Figure 1. Metal 3 (run 1).
Scale: 4 px per um.
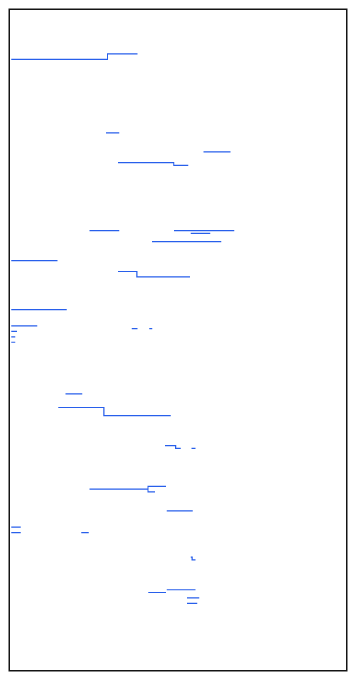
Figure 2. Routing congestion map (run 1).
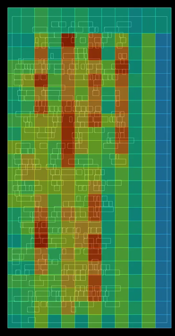
Figure 3. Cells coloured by class (run 1).
Scale: 3 px per um. Fill, decap, tap and diode cells in grey.
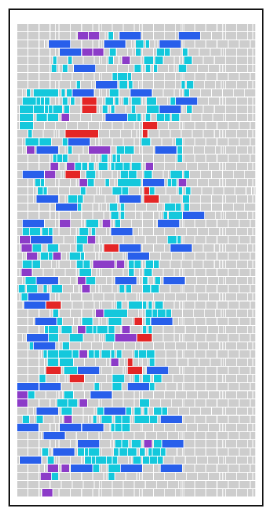
Figure 4. Gate families picked out (run 1).
Scale: 3 px per um.
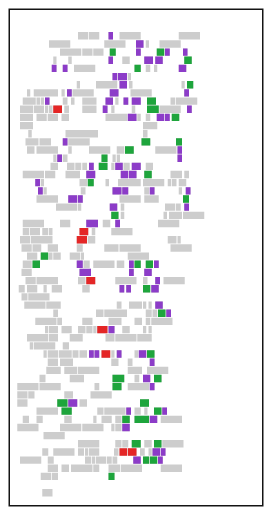
==> src/rtl/keypad_pkg.sv <==
// keypad_pkg: shared types and helpers for the 4x4 keypad scanner.
//   scan_state_t   - scanner FSM states
//   KEY_MAP        - 16-entry hex code table indexed by {row, col}
//   onehot_to_idx  - 4-bit one-hot to 2-bit index
//   is_onehot4     - true when exactly one of four bits is set
package keypad_pkg;

  typedef enum logic [1:0] {
    SCAN     = 2'd0,
    DEBOUNCE = 2'd1,
    HELD     = 2'd2,
    RELEASE  = 2'd3
  } scan_state_t;

  // Physical legend, row by row (top to bottom), column left to right:
  //   1 2 3 A / 4 5 6 B / 7 8 9 C / E 0 F D
  localparam logic [3:0] KEY_MAP [16] = '{
    4'h1, 4'h2, 4'h3, 4'hA,
    4'h4, 4'h5, 4'h6, 4'hB,
    4'h7, 4'h8, 4'h9, 4'hC,
    4'hE, 4'h0, 4'hF, 4'hD
  };

  function automatic logic [1:0] onehot_to_idx(input logic [3:0] v);
    logic [1:0] idx;
    case (v)
      4'b0010: idx = 2'd1;
      4'b0100: idx = 2'd2;
      4'b1000: idx = 2'd3;
      default: idx = 2'd0;
    endcase
    return idx;
  endfunction

  function automatic logic is_onehot4(input logic [3:0] v);
    return (v != 4'b0000) && ((v & (v - 4'd1)) == 4'b0000);
  endfunction

endpackage

==> src/rtl/keypad_scan_ctrl_sync.sv <==
// sync_2ff: two-stage synchronizer for asynchronous level inputs.
//   clk   - destination clock
//   reset - synchronous, active-high; clears both stages
//   d     - asynchronous input bus (WIDTH bits)
//   q     - synchronized output, two clk cycles behind d
module sync_2ff #(
  parameter int WIDTH = 4
) (
  input  logic             clk,
  input  logic             reset,
  input  logic [WIDTH-1:0] d,
  output logic [WIDTH-1:0] q
);

  logic [WIDTH-1:0] meta_reg;
  logic [WIDTH-1:0] sync_reg;

  always_ff @(posedge clk) begin
    if (reset) begin
      meta_reg <= '0;
      sync_reg <= '0;
    end else begin
      meta_reg <= d;
      sync_reg <= meta_reg;
    end
  end

  assign q = sync_reg;

endmodule

==> src/rtl/keypad_scan_ctrl.sv <==
// keypad_scan_ctrl: row-scanning controller for a 4x4 matrix keypad.
//   clk       - system clock
//   reset     - synchronous, active-high reset
//   cols      - raw column lines (async, active-high), cols[i] = column i
//   rows      - one-hot active-high row drive, rows[j] = row j
//   key_code  - hex code of the most recently accepted key
//   key_valid - one-cycle pulse when a key press is accepted
//   key_held  - high from acceptance until the release is debounced
// Rows are driven one at a time; a single key seen at the end of a row's
// dwell is debounced on press and on release, producing one event per press.
module keypad_scan_ctrl
  import keypad_pkg::*;
#(
  parameter logic [15:0] SCAN_DIV        = 16'd1000,
  parameter logic [15:0] DEBOUNCE_CYCLES = 16'd20000
) (
  input  logic       clk,
  input  logic       reset,
  input  logic [3:0] cols,
  output logic [3:0] rows,
  output logic [3:0] key_code,
  output logic       key_valid,
  output logic       key_held
);

  logic [3:0]  csync;

  scan_state_t state_reg,     state_next;
  logic [15:0] dwell_reg,     dwell_next;
  logic [15:0] deb_cnt_reg,   deb_cnt_next;
  logic [3:0]  rows_reg,      rows_next;
  logic [1:0]  row_idx_reg,   row_idx_next;
  logic [3:0]  col_mask_reg,  col_mask_next;
  logic [3:0]  key_code_reg,  key_code_next;
  logic        key_valid_reg, key_valid_next;
  logic        key_held_reg,  key_held_next;

  logic [3:0]  rows_rotated;
  logic        col_active;

  sync_2ff #(.WIDTH(4)) u_col_sync (
    .clk   (clk),
    .reset (reset),
    .d     (cols),
    .q     (csync)
  );

  assign rows_rotated = {rows_reg[2:0], rows_reg[3]};
  // Only the latched column matters once a key is held; other columns
  // are deliberately ignored so a second key cannot generate an event.
  assign col_active   = |(csync & col_mask_reg);

  always_ff @(posedge clk) begin
    if (reset) begin
      state_reg     <= SCAN;
      dwell_reg     <= '0;
      deb_cnt_reg   <= '0;
      rows_reg      <= 4'b0001;
      row_idx_reg   <= '0;
      col_mask_reg  <= '0;
      key_code_reg  <= 4'h0;
      key_valid_reg <= 1'b0;
      key_held_reg  <= 1'b0;
    end else begin
      state_reg     <= state_next;
      dwell_reg     <= dwell_next;
      deb_cnt_reg   <= deb_cnt_next;
      rows_reg      <= rows_next;
      row_idx_reg   <= row_idx_next;
      col_mask_reg  <= col_mask_next;
      key_code_reg  <= key_code_next;
      key_valid_reg <= key_valid_next;
      key_held_reg  <= key_held_next;
    end
  end

  always_comb begin
    state_next     = state_reg;
    dwell_next     = dwell_reg;
    deb_cnt_next   = deb_cnt_reg;
    rows_next      = rows_reg;
    row_idx_next   = row_idx_reg;
    col_mask_next  = col_mask_reg;
    key_code_next  = key_code_reg;
    key_valid_next = 1'b0;
    key_held_next  = key_held_reg;

    case (state_reg)
      SCAN: begin
        if (dwell_reg == SCAN_DIV - 16'd1) begin
          dwell_next = '0;
          if (is_onehot4(csync)) begin
            // Exactly one key on this row: freeze rows and start debouncing.
            row_idx_next  = onehot_to_idx(rows_reg);
            col_mask_next = csync;
            deb_cnt_next  = '0;
            state_next    = DEBOUNCE;
          end else begin
            rows_next = rows_rotated;
          end
        end else begin
          dwell_next = dwell_reg + 16'd1;
        end
      end

      DEBOUNCE: begin
        if (csync == col_mask_reg) begin
          if (deb_cnt_reg == DEBOUNCE_CYCLES - 16'd1) begin
            key_valid_next = 1'b1;
            key_held_next  = 1'b1;
            key_code_next  = KEY_MAP[{row_idx_reg, onehot_to_idx(col_mask_reg)}];
            state_next     = HELD;
          end else begin
            deb_cnt_next = deb_cnt_reg + 16'd1;
          end
        end else begin
          // Bounce or a second key appeared: abandon without an event.
          rows_next  = rows_rotated;
          dwell_next = '0;
          state_next = SCAN;
        end
      end

      HELD: begin
        if (!col_active) begin
          deb_cnt_next = '0;
          state_next   = RELEASE;
        end
      end

      RELEASE: begin
        if (col_active) begin
          state_next = HELD;
        end else if (deb_cnt_reg == DEBOUNCE_CYCLES - 16'd1) begin
          key_held_next = 1'b0;
          rows_next     = rows_rotated;
          dwell_next    = '0;
          state_next    = SCAN;
        end else begin
          deb_cnt_next = deb_cnt_reg + 16'd1;
        end
      end

      default: begin
        state_next = SCAN;
      end
    endcase
  end

  assign rows      = rows_reg;
  assign key_code  = key_code_reg;
  assign key_valid = key_valid_reg;
  assign key_held  = key_held_reg;

endmodule

==> config.mk <==
export PLATFORM = sky130hd
export DESIGN_NAME = keypad_scan_ctrl
export DESIGN_NICKNAME = d
export VERILOG_FILES = /design/src/rtl/keypad_pkg.sv /design/src/rtl/keypad_scan_ctrl_sync.sv /design/src/rtl/keypad_scan_ctrl.sv
export SDC_FILE = /design/constraint.sdc
export NUM_CORES = 1
export LEC_CHECK = 0
export CAP_MARGIN = 20
export CORE_AREA = 2 2 82 163
export CTS_BUF_LIST = sky130_fd_sc_hd__clkbuf_2 sky130_fd_sc_hd__clkbuf_4 sky130_fd_sc_hd__clkbuf_8
export DETAILED_ROUTE_END_ITERATION = 6
export DIE_AREA = 0 0 84 165
export PLACE_DENSITY = 0.41
export SYNTH_ARGS = -nofsm -noshare
export SYNTH_HDL_FRONTEND = slang
export SYNTH_HIERARCHICAL = 1
export SYNTH_SLANG_ARGS = --single-unit
==> constraint.sdc <==
create_clock -name clk -period 2.52 [get_ports clk]
set_input_delay 0.63 -clock clk [delete_from_list [all_inputs] [get_ports clk]]
set_output_delay 0.63 -clock clk [all_outputs]
set_load 0.03 [all_outputs]
==> results.json, run 1 <==
{
  "status": "finished, final reports clean",
  "crit_fanout": 27,
  "synth_cell_type_count": 57,
  "wl_met2_um": 4510,
  "vias_per_cell": 5.05,
  "area_growth_pct": 22.6,
  "drtIter0Drc": 102,
  "grt_max_degree": 28,
  "seq_share_pct": 30.7,
  "flop_cell": "dfxtp_1",
  "setup_tns_ps": 0,
  "ant_nets": 0,
  "netlist_instances": 346,
  "top_cells_by_count": "58 x dfxtp_1, 34 x a21oi_1, 23 x nand2_1, 19 x nand3_1, 18 x nor2_1",
  "first_pass_iters": 4,
  "flop_area_mm2": 0.00116,
  "max_freq_ghz": 0.425,
  "critical_path_class": "reg -> reg",
  "seq_cell_count": 58,
  "topCellsByArea": "dfxtp_1 38%, a21oi_1 5.5%, mux2i_1 5.2%",
  "finalCritPeriodShare_pct": 93.3,
  "busiest_layer": "met2",
  "grt_pass1_vias": 2612,
  "gp_congestion": 0.757,
  "io_pins": 16,
  "switchingPower_uw": 436,
  "port-buffer-count": 15,
  "cts_tree": "done",
  "period_needed_ps": 2350,
  "wl_per_cell_um": 14.7,
  "top_layer": "met4",
  "ys_seq_share_pct": 37.6,
  "buf_share_pct": 10.1,
  "ctsResizeCount": 0,
  "worst_pin_slew_ps": 509,
  "wirelength_met1_um": 2980,
  "final_layout_size_suffix_gt1_share_pct": 14.7,
  "logic_family": "simple AND/OR/NAND/NOR gates",
  "drv_slew": 0,
  "required_ps": 2800,
  "tap_cells": 150,
  "synth_top_cell_by_count": "dfxtp_1",
  "clock_path_buffers": 2,
  "place_area_mm2": 0.00358,
  "fp.dieW_um": 84,
  "top_area_cell": "dfxtp_1",
  "endpoint_kind": "register",
  "aoi_share_pct": 18.1,
  "ir_worst_vdd_uv": 330,
  "ys_sh_mux_pct": 6.29,
  "startpoint_type": "register",
  "total_power_uw": 1910,
  "ys_area_mm2": 0.00308,
  "max_slew_margin_pct": 65.5,
  "maxCapViolations": 0,
  "place_ws_ps": 159,
  "intPower_uw": 1470,
  "cts.clk_slew.worst_paths_ps": 70,
  "clock_buffers": 11,
  "inv_count": 15,
  "syn_area_mm2": 0.00308,
  "ys_ff": 58,
  "fa_ha_area_share_pct": 4.46,
  "hp-class": "reg -> reg",
  "warnings": 30,
  "cts_hold_buf": 0,
  "seqPwrFrac_pct": 49.0,
  "grt_pass1_wl_um": 13200,
  "yosysTopAreaCellShare_pct": 37.6,
  "logic_area_mm2": 0.00179,
  "final_nets": 400,
  "overflow": 0,
  "htreeDepth": 3
}
-- Figure 1 (at the start) --
20 nets have wire on it. The layer carries 248 um of wire.
via count: 2716
M3 GR Usage: 3.10%
Total Wirelength: 7930 um

-- Figure 2 (at the start) --
Core Util, Final: 30.1%
total track usage: 12.2%
GR Layer Usage met1: 11.8%
M2 GR Usage: 23.7%

-- Figure 3 (at the start) --
Key: blue = flip-flops [cells 58, share of their area 32%]; cyan = all other logic [cells 273, share of their area 51%]; purple = other buffers and delay cells [cells 41, share of their area 11%]; red = clock drivers and dummy loads [cells 16, share of their area 5.7%]
Core Area: 0.0126 mm2
Finished Cell Area: 0.00378 mm2
std cell rows: 58

-- Figure 4 (at the start) --
Key: green = AND and OR gates [cells 38]; purple = inverting AOI/OAI gates [cells 77]; red = AND-OR and OR-AND gates [cells 8]
Post-Layout Cell Count: 538
combinational fraction of the cell area: 47.3%
Commonest Layout Cell: dfxtp_1

[run 1: power groups by stage]
stage | combinational, uW | clock (uW) | sequential, uW
floorplan | 43.3 | 0 | 959
global placement | 87.6 | 0 | 958
detailed placement | 88.1 | 0 | 958
CTS | 88.5 | 932 | 936
global route | 94.9 | 973 | 938
finish | 86.0 | 888 | 937
[run 1: cell usage in the layout (no fill, tap or decap), types with 8 or more instances in the layout]
master           netlist  routed
nand2_1               23      23
dfxtp_1               58      58
clkbuf_8               0      11
nand2b_1               8       8
o21ai_0                8       8
ha_1                  11      11
a21oi_1               34      34
nor2_1                18      18
mux2i_1               16      16
o31ai_1               14      14
clkdlybuf4s50_1        0      15
inv_1                 15      15
or4_1                 16      16
nand3_1               19      19
buf_4                  0      23
nor2b_1               11      11
[run 1: cell families (layout without fill, tap and decap cells)]
kind of cell | count (synthesis) | in the layout
AOI/OAI and AO/OA | 85 | 85
xor gates and xnor gates | 6 | 6
adders and majority gates | 11 | 11
buffers and inverters | 30 | 72
DFF | 58 | 58
muxes | 18 | 18
and+or+nand+nor | 138 | 138
[run 1: worst max-delay path, cell delays in order (launching register included)]
cell and delay, ps:
dfxtp_1 360, or4b_4 600, nor4_4 380, a21oi_2 120, buf_12 170, or4_1 500
a21oi_1 140
[run 1: path summary, 6_finish.rpt]
path	startpoint	end	slack, ps	cells past startpoint
worst max-delay path	deb_cnt_reg[6]	dwell_reg[12]	170	6
worst min-delay path	u_col_sync/meta_reg[2]	u_col_sync/q[2]	440	1
worst min register to register	u_col_sync/meta_reg[2]	u_col_sync/q[2]	440	1
worst max register to register	deb_cnt_reg[6]	dwell_reg[12]	170	6
--- run 2 (diff from run 1) ---
CAP_MARGIN = 10   (was 20)
CTS_CLUSTER_SIZE = 28   (was not set)
Figure 5. Sizing map (run 2).
Scale: 3 px per um.
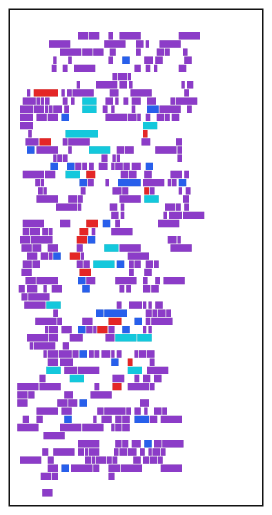
Key: cyan = drive 6 and up [cells 15, most used clkbuf_8]; red = drive 2 [cells 14, most used clkinv_2]; purple = drive 1 or less [cells 331, most used dfxtp_1]; blue = drive 3 to 4 [cells 28, most used buf_4]
fin worst setup slack: 168 ps
Area Growth Syn to Fin: 22.6%
Buffers excl. clock: 41

Figure 6. Metal 3 (run 2).
Scale: 4 px per um.
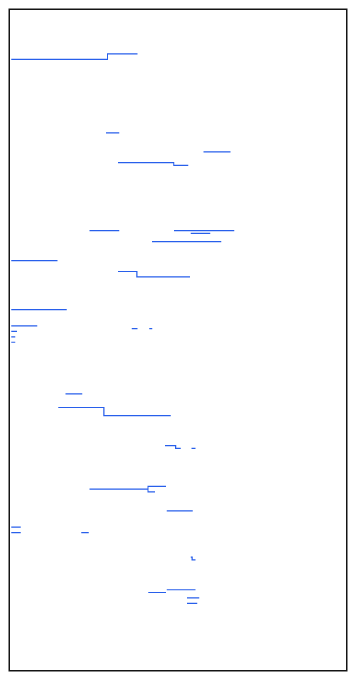

==> results.json, run 2 <==
{
  "synthSimpleGateAreaFrac_pct": 27.5,
  "worst_pin_slew_ps": 509,
  "powerSeq_uw": 937,
  "antenna_found_initial": 0,
  "fp.dieW_um": 84,
  "seqPwrFrac_pct": 49.0,
  "ys_sh_mux_pct": 6.29,
  "top_cells_by_count": "58 x dfxtp_1, 34 x a21oi_1, 23 x nand2_1, 19 x nand3_1, 18 x nor2_1",
  "cts_hold_buf": 0,
  "pwr-share-clk_pct": 46.5,
  "aoi_share_pct": 18.1,
  "layout_top_cells": "58 x dfxtp_1, 34 x a21oi_1, 23 x nand2_1, 23 x buf_4, 19 x nand3_1",
  "ys_area_mm2": 0.00308,
  "rsz0062_at_grt": "no",
  "mostFrequentLayoutCell": "dfxtp_1",
  "intPower_uw": 1470,
  "cts_tree": "done",
  "first_pass_iters": 4,
  "endpoint_kind": "register",
  "syn_area_mm2": 0.00308,
  "synth_top_cell_by_count": "dfxtp_1",
  "max_freq_ghz": 0.425,
  "cts.clk_slew.worst_paths_ps": 70,
  "flop_cell": "dfxtp_1",
  "startpoint_type": "register",
  "synth_cell_type_count": 57,
  "track_usage_pct": 12.2,
  "logic_family": "simple AND/OR/NAND/NOR gates",
  "period_needed_ps": 2350,
  "core-area_mm2": 0.0126,
  "io_pins": 16,
  "gp_congestion": 0.757,
  "ys_seq_share_pct": 37.6,
  "hp-class": "reg -> reg",
  "powerClk_uw": 888,
  "ant_nets": 0,
  "top_area_cell": "dfxtp_1",
  "warnings": 30,
  "maxPowerGroup": "registers",
  "p_comb_share_pct": 4.5,
  "grt_pass1_vias": 2612,
  "ys_ff": 58,
  "power_density_mw_per_mm2": 505,
  "fa_ha_area_share_pct": 4.46,
  "htreeDepth": 3,
  "synth-async-reset-ratio_pct": 0,
  "overflow": 0,
  "via_count": 2716,
  "status": "finished, final reports clean",
  "cts.sinks": 58,
  "hold_violations": 0,
  "comb_power_uw": 86.0,
  "vias_per_cell": 5.05,
  "max_slew_margin_pct": 65.5,
  "maxCapViolations": 0,
  "grt_pass1_wl_um": 13200,
  "edf_count": 0,
  "topCellsByArea": "dfxtp_1 38%, a21oi_1 5.5%, mux2i_1 5.2%",
  "final_layout_size_suffix_gt1_share_pct": 14.7,
  "switchingPower_uw": 436,
  "routed_wl_um": 7930,
  "drtIter0Drc": 102,
  "clock_path_buffers": 2,
  "grt_max_degree": 28,
  "port-buffer-count": 15,
  "netlist_instances": 346,
  "final_nets": 400,
  "finalCoreUtilization_pct": 30.1,
  "finalCritPeriodShare_pct": 93.3,
  "wl_per_cell_um": 14.7,
  "yosysTopAreaCellShare_pct": 37.6,
  "ctsResizeCount": 0,
  "yosys_warnings": 6,
  "setup_tns_ps": 0,
  "row_count": 58,
  "xor_area_share_pct": 1.70,
  "crit_fanout": 27,
  "required_ps": 2800,
  "ir_worst_vdd_uv": 330,
  "critical_path_class": "reg -> reg",
  "drv_slew": 0
}
==> run 2: cell counts in the layout (fill, tap and decap cells not counted) <==
Identical to the previous run, type by type.
==> run 2: metrics by stage <==
step / instance area, um2 / hold slack, ps / total power, uW / worst slack [ps] / cells
floorplan: 3080 / 414 / 1000 / 294 / 346
global route: 3780 / 461 / 2010 / 73.0 / 538
finish: 3780 / 440 / 1910 / 168 / 538
detailed placement: 3580 / 426 / 1050 / 159 / 522
CTS: 3780 / 441 / 1960 / 131 / 538
global placement: 3580 / 424 / 1050 / 190 / 522
==> run 2: final cells by class <==
type | count | area, um2 | area share, %
Multi-Input combinational cell | 258 | 1790 | 47.3
Sequential cell | 58 | 1160 | 30.7
Timing Repair Buffer | 41 | 383 | 10.1
Tap cell | 150 | 188 | 4.96
Clock buffer | 11 | 151 | 4.00
Inverter | 15 | 56.3 | 1.49
Clock inverter | 5 | 52.6 | 1.39
==> run 2: metal layers <==
layer,track usage [%],part of all wire [%]
met5,0,0
met4,5.79,2.5
met3,3.10,3.1
met2,23.7,57
met1,11.8,38
==> run 2: final timing paths <==
path	startpoint	to	slack (ps)	cells past startpoint
hold reg to reg	u_col_sync/meta_reg[2]	u_col_sync/q[2]	440	1
setup / recovery	deb_cnt_reg[6]	dwell_reg[12]	170	6
setup reg to reg	deb_cnt_reg[6]	dwell_reg[12]	170	6
hold / removal	u_col_sync/meta_reg[2]	u_col_sync/q[2]	440	1
==> run 2: critical path, cell delays in order, from the launching register on <==
cell and delay, ps:
dfxtp_1 360, or4b_4 600, nor4_4 380, a21oi_2 120, buf_12 170, or4_1 500, a21oi_1 140
--- run 3 (diff from run 2) ---
TNS_END_PERCENT = 1   (was not set)
Figure 7. Sizing map (run 3).
Scale: 3 px per um.
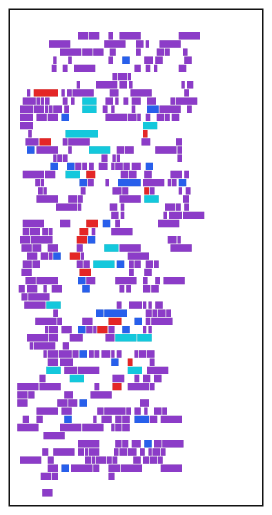
Key: red = drive 2 [cells 14, most used clkinv_2]; purple = drive 1 or less [cells 331, most used dfxtp_1]; blue = drive 3 to 4 [cells 28, most used buf_4]; cyan = drive 6 and up [cells 15, most used clkbuf_8]

Figure 8. Routing congestion map (run 3).
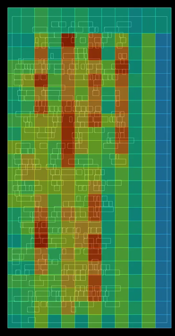
routed len/inst: 14.7 um
GR peak layer: met2

==> results.json, run 3 <==
{
  "ys_cells": 346,
  "fa_ha_area_share_pct": 4.46,
  "top_cells_by_count": "58 x dfxtp_1, 34 x a21oi_1, 23 x nand2_1, 19 x nand3_1, 18 x nor2_1",
  "power_leakage_uw": 0.00130,
  "netlist_instances": 346,
  "cts.clk_slew.worst_paths_ps": 70,
  "area_growth_pct": 22.6,
  "synth-async-reset-ratio_pct": 0,
  "hpwl_um": 5870,
  "port-buffer-count": 15,
  "crit_fanout": 27,
  "finalCoreUtilization_pct": 30.1,
  "xor_area_share_pct": 1.70,
  "vias_per_cell": 5.05,
  "rr_startpoint": "deb_cnt_reg[6]",
  "r2r_cells": 6,
  "rsz0062_at_grt": "no",
  "die-area_mm2": 0.0139,
  "root_buffer": "clkbuf_8",
  "warnings": 30,
  "flop_cell": "dfxtp_1",
  "maxCapViolations": 0,
  "max_freq_ghz": 0.425,
  "aoi_share_pct": 18.1,
  "cts_tree": "done",
  "ant_nets": 0,
  "grt_pass1_wl_um": 13200,
  "ys_sh_mux_pct": 6.29,
  "setup_tns_ps": 0,
  "startpoint_type": "register",
  "worst_pin_slew_ps": 509,
  "hp-class": "reg -> reg",
  "total_power_uw": 1910,
  "grt_pass1_vias": 2612,
  "antenna_found_initial": 0,
  "syn_area_mm2": 0.00308,
  "core-area_mm2": 0.0126,
  "cts_hold_buf": 0,
  "holdWs_ps": 440,
  "ctsResizeCount": 0,
  "drv_slew": 0,
  "first_pass_iters": 4,
  "final_nets": 400,
  "clock_latency_ps": 340,
  "hold_end": "u_col_sync/q[2]",
  "endpoint_kind": "register",
  "edf_count": 0,
  "cts_setup_buffers": 0,
  "arrival_ps": 2630,
  "overflow": 0,
  "routed_wl_um": 7930,
  "cts_made_buffers": 9,
  "final_layout_size_suffix_gt1_share_pct": 14.7,
  "fin_worst_skew_ps": 4.42,
  "fp.dieW_um": 84,
  "core_util_floorplan_pct": 24.6,
  "power_density_mw_per_mm2": 505,
  "syn-num-nets": 363,
  "hold_violations": 0,
  "mostFrequentLayoutCell": "dfxtp_1",
  "fp.dieH_um": 165,
  "topCellsByArea": "dfxtp_1 38%, a21oi_1 5.5%, mux2i_1 5.2%",
  "cts.sinks": 58,
  "top_area_cell": "dfxtp_1",
  "synth_top_cell_by_count": "dfxtp_1",
  "reg2reg_to": "dwell_reg[12]",
  "htreeDepth": 3,
  "ir_worst_vdd_uv": 330,
  "period_needed_ps": 2350,
  "rrSetupSlack_ps": 170,
  "synth_cell_type_count": 57,
  "synthSimpleGateAreaFrac_pct": 27.5,
  "gp_congestion": 0.757,
  "required_ps": 2800,
  "final_area_mm2": 0.00378,
  "layout_top_cells": "58 x dfxtp_1, 34 x a21oi_1, 23 x nand2_1, 23 x buf_4, 19 x nand3_1",
  "hold_path_depth": 1,
  "max_slew_margin_pct": 65.5,
  "yosys_warnings": 6,
  "via_count": 2716,
  "row_count": 58,
  "place_area_mm2": 0.00358,
  "status": "finished, final reports clean",
  "n_fill_cell": 1312,
  "drtIter0Drc": 102,
  "syn_area_per_cell_um2": 8.91,
  "io_pins": 16,
  "yosysTopAreaCellShare_pct": 37.6,
  "critical_path_class": "reg -> reg",
  "diodes": 0,
  "setup_viol": 0,
  "drc": 0,
  "track_usage_pct": 12.2,
  "ys_area_mm2": 0.00308,
  "ys_ff": 58,
  "hp-start": "u_col_sync/meta_reg[2]",
  "logic_family": "simple AND/OR/NAND/NOR gates",
  "finalCritPeriodShare_pct": 93.3,
  "grt_max_degree": 28,
  "ys_seq_share_pct": 37.6,
  "clock_path_buffers": 2
}
run 3: layout make-up:
class	count	area, um2	area share [%]
flip-flops and latches	58	1160	30.7
repair buffers	41	383	10.1
clock buffers	11	151	4.00
clock inverters	5	52.6	1.39
multi-input cells	258	1790	47.3
well taps	150	188	4.96
inverters	15	56.3	1.49
run 3: how the worst max path moves through the flow:
| stage | from | end | cells past startpoint |
|---|---|---|---|
| after floorplan | u_col_sync/q[1] | deb_cnt_reg[2] | 7 |
| after global placement | deb_cnt_reg[6] | dwell_reg[10] | 6 |
| after detailed placement | deb_cnt_reg[6] | dwell_reg[10] | 6 |
| after CTS | deb_cnt_reg[6] | dwell_reg[10] | 6 |
| after global routing | deb_cnt_reg[6] | dwell_reg[12] | 6 |
| final | deb_cnt_reg[6] | dwell_reg[12] | 6 |
run 3: per-layer routing:
metal	wire (um)	part of all wire [%]	GRT usage, %
met4	195	2.5	5.79
met5	0	0	0
met3	247	3.1	3.10
met1	2980	38	11.8
met2	4510	57	23.7
run 3: power by group:
| part | switching, uW | total, uW | internal [uW] |
|---|---|---|---|
| Sequential | 8.47 | 937 | 928 |
| Clock | 383 | 888 | 505 |
| Combinational | 44.7 | 86.0 | 41.3 |
| Total | 436 | 1910 | 1470 |
run 3: worst max-delay path: stages, from the launching register on:
cell and delay (ps):
dfxtp_1 360, or4b_4 600, nor4_4 380, a21oi_2 120, buf_12 170, or4_1 500
a21oi_1 140
run 3: cells by family after synthesis:
logic type,after synthesis
AND/OR/NAND/NOR,138
flip-flops,58
XOR/XNOR,6
adder cells (fa/ha/maj),11
multiplexers,18
AND-OR/OR-AND,85
buffers and inverters,30
run 3: stage by stage:
stage	cells	worst slack [ps]
5_1_grt	538	73.0
4_1_cts	538	131
3_5_place_dp	522	159
3_3_place_gp	522	190
6_report	538	168
2_1_floorplan	346	294
No activity file was given, so power comes from the tool's default toggle rates.
